**config.mk**
```make
export PLATFORM = sky130hd
export DESIGN_NAME = lc3_instr_sequencer
export DESIGN_NICKNAME = d
export VERILOG_FILES = /design/src/rtl/lc3_ctrl_pkg.sv /design/src/rtl/mem_wait_timer.sv /design/src/rtl/lc3_instr_sequencer.sv
export SDC_FILE = /design/constraint.sdc
export NUM_CORES = 1
export LEC_CHECK = 0
export ABC_CLOCK_PERIOD_IN_PS = 3450
export CAP_MARGIN = 15
export CORE_AREA = 2 2 51 53
export CTS_CLUSTER_SIZE = 30
export DETAILED_ROUTE_END_ITERATION = 10
export DIE_AREA = 0 0 53 55
export PLACE_DENSITY_LB_ADDON = 0.12
export SYNTH_ARGS = -nofsm -noshare
export SYNTH_HDL_FRONTEND = slang
export SYNTH_SLANG_ARGS = --single-unit
```
**constraint.sdc**
```tcl
create_clock -name Clk -period 3.45 [get_ports Clk]
set_clock_uncertainty 0.15 [all_clocks]
set_input_delay 0.69 -clock Clk [delete_from_list [all_inputs] [get_ports Clk]]
set_output_delay 0.69 -clock Clk [all_outputs]
set_load 0.005 [all_outputs]
```
**src/rtl/lc3_ctrl_pkg.sv**
```systemverilog
// Shared types and encodings for the SLC-3 instruction sequencer.
// Holds the FSM state enum, opcode constants, datapath mux/ALU encodings and the wait-timer width.
package lc3_ctrl_pkg;

    localparam int unsigned WAIT_W = 4;

    typedef enum logic [4:0] {
        S_HALTED,
        S_FETCH1,
        S_FETCH2,
        S_FETCH3,
        S_DECODE,
        S_ALU,
        S_BR0,
        S_BR1,
        S_JMP,
        S_JSR0,
        S_JSR1,
        S_LDR0,
        S_LDR1,
        S_LDR2,
        S_STR0,
        S_STR1,
        S_STR2,
        S_P1,
        S_P2
    } state_t;

    localparam logic [3:0] OP_BR    = 4'b0000;
    localparam logic [3:0] OP_ADD   = 4'b0001;
    localparam logic [3:0] OP_JSR   = 4'b0100;
    localparam logic [3:0] OP_AND   = 4'b0101;
    localparam logic [3:0] OP_LDR   = 4'b0110;
    localparam logic [3:0] OP_STR   = 4'b0111;
    localparam logic [3:0] OP_NOT   = 4'b1001;
    localparam logic [3:0] OP_JMP   = 4'b1100;
    localparam logic [3:0] OP_PAUSE = 4'b1101;

    localparam logic [1:0] PCMUX_INC   = 2'b00;
    localparam logic [1:0] PCMUX_ADDER = 2'b10;

    localparam logic [1:0] ADDR2_ZERO   = 2'b00;
    localparam logic [1:0] ADDR2_SEXT6  = 2'b01;
    localparam logic [1:0] ADDR2_SEXT9  = 2'b10;
    localparam logic [1:0] ADDR2_SEXT11 = 2'b11;

    localparam logic [1:0] ALU_ADD   = 2'b00;
    localparam logic [1:0] ALU_AND   = 2'b01;
    localparam logic [1:0] ALU_NOT   = 2'b10;
    localparam logic [1:0] ALU_PASSA = 2'b11;

endpackage

```
**src/rtl/mem_wait_timer.sv**
```systemverilog
// Down-counter that stretches an SRAM access to MEM_WAIT cycles.
// Loaded on the cycle before a memory state; o_done_c is high on the final cycle of the access.
import lc3_ctrl_pkg::*;

module mem_wait_timer #(
    parameter int unsigned MEM_WAIT = 2
) (
    input  logic i_clk,
    input  logic i_rst,
    input  logic i_load,
    input  logic i_dec,
    output logic o_done_c
);

    logic [WAIT_W-1:0] r_count;

    always_ff @(posedge i_clk or posedge i_rst) begin
        if (i_rst) begin
            r_count <= '0;
        end else if (i_load) begin
            r_count <= WAIT_W'(MEM_WAIT - 1);
        end else if (i_dec && (r_count != '0)) begin
            r_count <= r_count - WAIT_W'(1);
        end
    end

    assign o_done_c = (r_count == '0);

endmodule

```
**src/rtl/lc3_instr_sequencer.sv**
```systemverilog
// Moore fetch/decode/execute control FSM for the SLC-3 datapath.
// All datapath controls are decoded from the current state (SR2MUX/ALUK also look at IR).
import lc3_ctrl_pkg::*;

module lc3_instr_sequencer #(
    parameter int unsigned MEM_WAIT = 2
) (
    input  logic        Clk,
    input  logic        Reset,
    input  logic        Run,
    input  logic        Continue,
    input  logic [15:0] IR,
    input  logic        BEN,
    output logic        LD_MAR,
    output logic        LD_MDR,
    output logic        LD_IR,
    output logic        LD_BEN,
    output logic        LD_CC,
    output logic        LD_REG,
    output logic        LD_PC,
    output logic        LD_LED,
    output logic        GatePC,
    output logic        GateMDR,
    output logic        GateALU,
    output logic        GateMARMUX,
    output logic [1:0]  PCMUX,
    output logic        DRMUX,
    output logic        SR1MUX,
    output logic        SR2MUX,
    output logic        ADDR1MUX,
    output logic [1:0]  ADDR2MUX,
    output logic [1:0]  ALUK,
    output logic        MIO_EN,
    output logic        Mem_OE,
    output logic        Mem_WE
);

    state_t r_state;
    state_t w_next;
    logic   w_load;
    logic   w_dec;
    logic   w_done;
    logic   w_unused_ir;

    assign w_unused_ir = &{1'b0, IR[10:6], IR[4:0]};

    mem_wait_timer #(.MEM_WAIT(MEM_WAIT)) u_timer (
        .i_clk    (Clk),
        .i_rst    (Reset),
        .i_load   (w_load),
        .i_dec    (w_dec),
        .o_done_c (w_done)
    );

    always_ff @(posedge Clk or posedge Reset) begin
        if (Reset) begin
            r_state <= S_HALTED;
        end else begin
            r_state <= w_next;
        end
    end

    always_comb begin
        w_next     = r_state;
        w_load     = 1'b0;
        w_dec      = 1'b0;
        LD_MAR     = 1'b0;
        LD_MDR     = 1'b0;
        LD_IR      = 1'b0;
        LD_BEN     = 1'b0;
        LD_CC      = 1'b0;
        LD_REG     = 1'b0;
        LD_PC      = 1'b0;
        LD_LED     = 1'b0;
        GatePC     = 1'b0;
        GateMDR    = 1'b0;
        GateALU    = 1'b0;
        GateMARMUX = 1'b0;
        PCMUX      = PCMUX_INC;
        DRMUX      = 1'b0;
        SR1MUX     = 1'b0;
        SR2MUX     = 1'b0;
        ADDR1MUX   = 1'b0;
        ADDR2MUX   = ADDR2_ZERO;
        ALUK       = ALU_ADD;
        MIO_EN     = 1'b0;
        Mem_OE     = 1'b0;
        Mem_WE     = 1'b0;
        case (r_state)
            S_HALTED: if (Run) w_next = S_FETCH1;
            S_FETCH1: begin
                GatePC = 1'b1;
                LD_MAR = 1'b1;
                LD_PC  = 1'b1;
                w_load = 1'b1;
                w_next = S_FETCH2;
            end
            S_FETCH2: begin
                Mem_OE = 1'b1;
                MIO_EN = 1'b1;
                LD_MDR = w_done;
                w_dec  = 1'b1;
                if (w_done) w_next = S_FETCH3;
            end
            S_FETCH3: begin
                GateMDR = 1'b1;
                LD_IR   = 1'b1;
                w_next  = S_DECODE;
            end
            S_DECODE: begin
                LD_BEN = 1'b1;
                case (IR[15:12])
                    OP_ADD, OP_AND, OP_NOT: w_next = S_ALU;
                    OP_BR:    w_next = S_BR0;
                    OP_JMP:   w_next = S_JMP;
                    OP_JSR:   w_next = IR[11] ? S_JSR0 : S_FETCH1;
                    OP_LDR:   w_next = S_LDR0;
                    OP_STR:   w_next = S_STR0;
                    OP_PAUSE: w_next = S_P1;
                    default:  w_next = S_FETCH1;
                endcase
            end
            S_ALU: begin
                SR1MUX  = 1'b1;
                SR2MUX  = IR[5];
                GateALU = 1'b1;
                LD_REG  = 1'b1;
                LD_CC   = 1'b1;
                case (IR[15:12])
                    OP_AND:  ALUK = ALU_AND;
                    OP_NOT:  ALUK = ALU_NOT;
                    default: ALUK = ALU_ADD;
                endcase
                w_next = S_FETCH1;
            end
            S_BR0: w_next = BEN ? S_BR1 : S_FETCH1;
            S_BR1: begin
                ADDR2MUX = ADDR2_SEXT9;
                PCMUX    = PCMUX_ADDER;
                LD_PC    = 1'b1;
                w_next   = S_FETCH1;
            end
            S_JMP: begin
                SR1MUX   = 1'b1;
                ADDR1MUX = 1'b1;
                ADDR2MUX = ADDR2_ZERO;
                PCMUX    = PCMUX_ADDER;
                LD_PC    = 1'b1;
                w_next   = S_FETCH1;
            end
            // R7 <= PC first, then PC <= PC + SEXT11
            S_JSR0: begin
                DRMUX  = 1'b1;
                GatePC = 1'b1;
                LD_REG = 1'b1;
                w_next = S_JSR1;
            end
            S_JSR1: begin
                ADDR2MUX = ADDR2_SEXT11;
                PCMUX    = PCMUX_ADDER;
                LD_PC    = 1'b1;
                w_next   = S_FETCH1;
            end
            S_LDR0, S_STR0: begin
                SR1MUX     = 1'b1;
                ADDR1MUX   = 1'b1;
                ADDR2MUX   = ADDR2_SEXT6;
                GateMARMUX = 1'b1;
                LD_MAR     = 1'b1;
                w_load     = (r_state == S_LDR0);
                w_next     = (r_state == S_LDR0) ? S_LDR1 : S_STR1;
            end
            S_LDR1: begin
                Mem_OE = 1'b1;
                MIO_EN = 1'b1;
                LD_MDR = w_done;
                w_dec  = 1'b1;
                if (w_done) w_next = S_LDR2;
            end
            S_LDR2: begin
                GateMDR = 1'b1;
                LD_REG  = 1'b1;
                LD_CC   = 1'b1;
                w_next  = S_FETCH1;
            end
            // Source register passes through the ALU into MDR
            S_STR1: begin
                ALUK    = ALU_PASSA;
                GateALU = 1'b1;
                LD_MDR  = 1'b1;
                w_load  = 1'b1;
                w_next  = S_STR2;
            end
            S_STR2: begin
                Mem_WE = 1'b1;
                w_dec  = 1'b1;
                if (w_done) w_next = S_FETCH1;
            end
            S_P1: begin
                LD_LED = 1'b1;
                if (Continue) w_next = S_P2;
            end
            S_P2: if (!Continue) w_next = S_FETCH1;
            default: w_next = S_HALTED;
        endcase
    end

endmodule

```
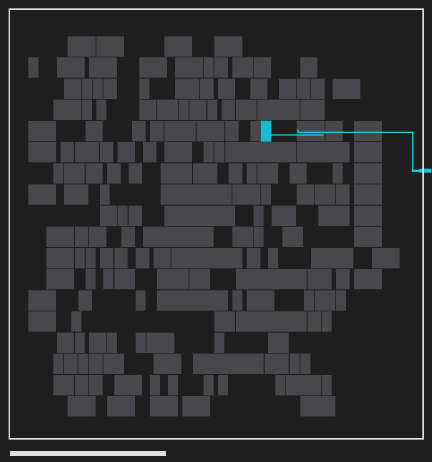
**Above:** port wiring.
Scale bar: 20 microns.
[`Run`] cyan | direction: input | edge: east | end cells: 1 | buffers: 1 | wire: 29.3 microns

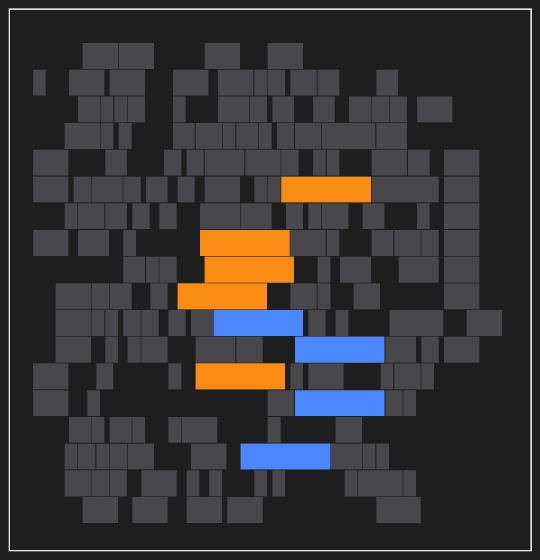
**Above:** register map, names as in the netlist.
[`r_state`] orange | placed flops: 5 | where: centre
[`u_timer.r_count`] blue | placed flops: 4

==> results.yml <==
# flow metrics
clock_network:
  ctsLongestPathBuffers: 2
  cts_resized: 0
  path_clk_slew_ns: 0.06
  root_buffer: "clkbuf_4"
  cts-htree-levels: 1
  postCtsSetupRepairBufs: 0
  holdBufCountCts: 0
  insertion_delay_ns: 0.26
  cts_tree: "built"
  cts_buffers: 3
  cts.sinks: 9
grt:
  use_met1: 0.272
  grt-busiest-layer: "met2"
  grt_max_degree: 19
  grt_pass1_wl_microns: 4190
  globalRouteTotalUtil: 0.195
  grt_pass1_vias: 932
  antenna_found_initial: 0
  grt-ovfl-total: 0
  grt_use_met2: 0.315
  grtUsageMet3: 0.0161
setup_path:
  reg2regPathDepth: 5
  critPathCaptureType: "output port"
  path_depth: 5
  ff2ff_setup_slack_ns: 1.09
  path_cells: "clkdlybuf4s50_1 -> nor2b_1 -> nand2_1 -> o31ai_1 -> clkdlybuf4s50_1"
  path_class: "input port to output port"
  crit_slowest_cell: "clkdlybuf4s50_1"
  critPathBufInv: 2
  slowest_delay_ns: 0.56
  cp_top_family: "buffers and inverters"
  crit_fanout: 6
  start_kind: "input port"
  worstPathArrival_ns: 2.35
  cp-startpoint: "IR[14]"
  endpoint: "ALUK[0]"
yosys:
  ff_type: "dfrtp_1"
  ys_area_sq_um: 1020
  syn_inst: 145
  ys_top_cells_by_area: "dfrtp_1, nor2_1, a21oi_1, nand2_1, nor2b_1"
  avgSynthCellArea_sq_um: 7.04
  top_area_frac: 0.221
  top_area_cell: "dfrtp_1"
  ys_sh_mux: 0.0527
  ys_types: 40
  ys_ff: 9
  ys_sh_adder: 0.0245
  post-synth-top-count-cell: "nor2_1"
  ys_sh_simple: 0.342
  aoi_share: 0.237
  synth.logic.top_family: "simple AND/OR/NAND/NOR gates"
  netlist_area_sq_um: 1020
  ys_cells: 145
  async_flop_share: 1.00
  ys_warn_count: 0
  top_cells_by_count: "nor2_1, nand2_1, a21oi_1"
flow_run:
  warnings: 37
  cap_viol_max_count: 0
layout:
  nClkBuffers: 4
  buffers: 36
  largest_register_ffs: 5
  seq_share: 0.162
  diodes: 0
  largest_class: "logic gates"
  buf_share: 0.256
  mostFrequentLayoutCell: "clkdlybuf4s50_1"
  stdcell_count: 204
  nets: 198
  layout_top_cells: "clkdlybuf4s50_1, nor2_1, nand2_1, a21oi_1"
  logic_area_sq_um: 708
  comb_share: 0.511
  seq_cell_count: 9
  fill_cells: 246
  drive_gt1_frac: 0.0747
  logic_gate_count: 116
  final_area_sq_um: 1390
  fin_util: 0.586
  reg_top3: "r_state: 5 flops, u_timer.r_count: 4 flops"
  top_register: "r_state"
  seq_area_sq_um: 225
  areaGrowthSynthToFinish_pct: 35.8
floorplanning:
  num_io_pins: 46
  core_sq_um: 2360
  fp-utilization: 0.432
  die_width_microns: 53
  num_rows: 18
  chipArea_sq_um: 2920
  die_h_microns: 55
  tapCellCount: 30
routing:
  wl_met2_microns: 1240
  drc: 0
  dr.pass1.iters: 4
  ant_nets: 0
  avgViaCountPerCell: 5.47
  wl_met3_microns: 141
  vias: 1116
  wirelength_met1_microns: 1160
  wire_per_inst_microns: 12.5
  routed_wirelength_microns: 2560
  topRoutingLayerUsed: "met4"
  drt_iter0_drc: 28
sta:
  worst_pin_slew_ns: 0.567
  hold-worst-slack_ns: 0.368
  fmax_mhz: 313
  setup_tns_ns: 0
  setup_viol: 0
  setup_slack_ns: 0.260
  rsz0062_at_grt: "no"
  hold_violations: 0
  finalCriticalPeriod_ns: 3.19
  maxSlewHeadroom: 0.616
  slew_violations: 0
placed_design:
  pre_cts_ws_ns: 0.259
  placed_area_sq_um: 1360
  gp_congestion: 0.832
  numPortBuffers: 34
  hpwl_microns: 1970
  placed_cells: 200
power_and_ir_drop:
  power-top-group: "combinational cells"
  p_int_mw: 0.535
  clock_power_mw: 0.0806
  pwr-share-clk: 0.085
  powerSeq_mw: 0.225
  power_mw: 0.950
  comb_power_share: 0.678
  ir_drop_uv: 402
  swShare: 0.437
  sequentialPowerShare: 0.237
  comb-power_mw: 0.644
  p_leak_nw: 0.574
min_path:
  min_path_type: "register to register"
  min_from: "u_timer.r_count[2]"
  hold_end: "u_timer.r_count[2]"
  min_path_cells: 1
run_status:
  status: "complete, no violations"
No activity file was given, so power comes from the tool's default toggle rates.
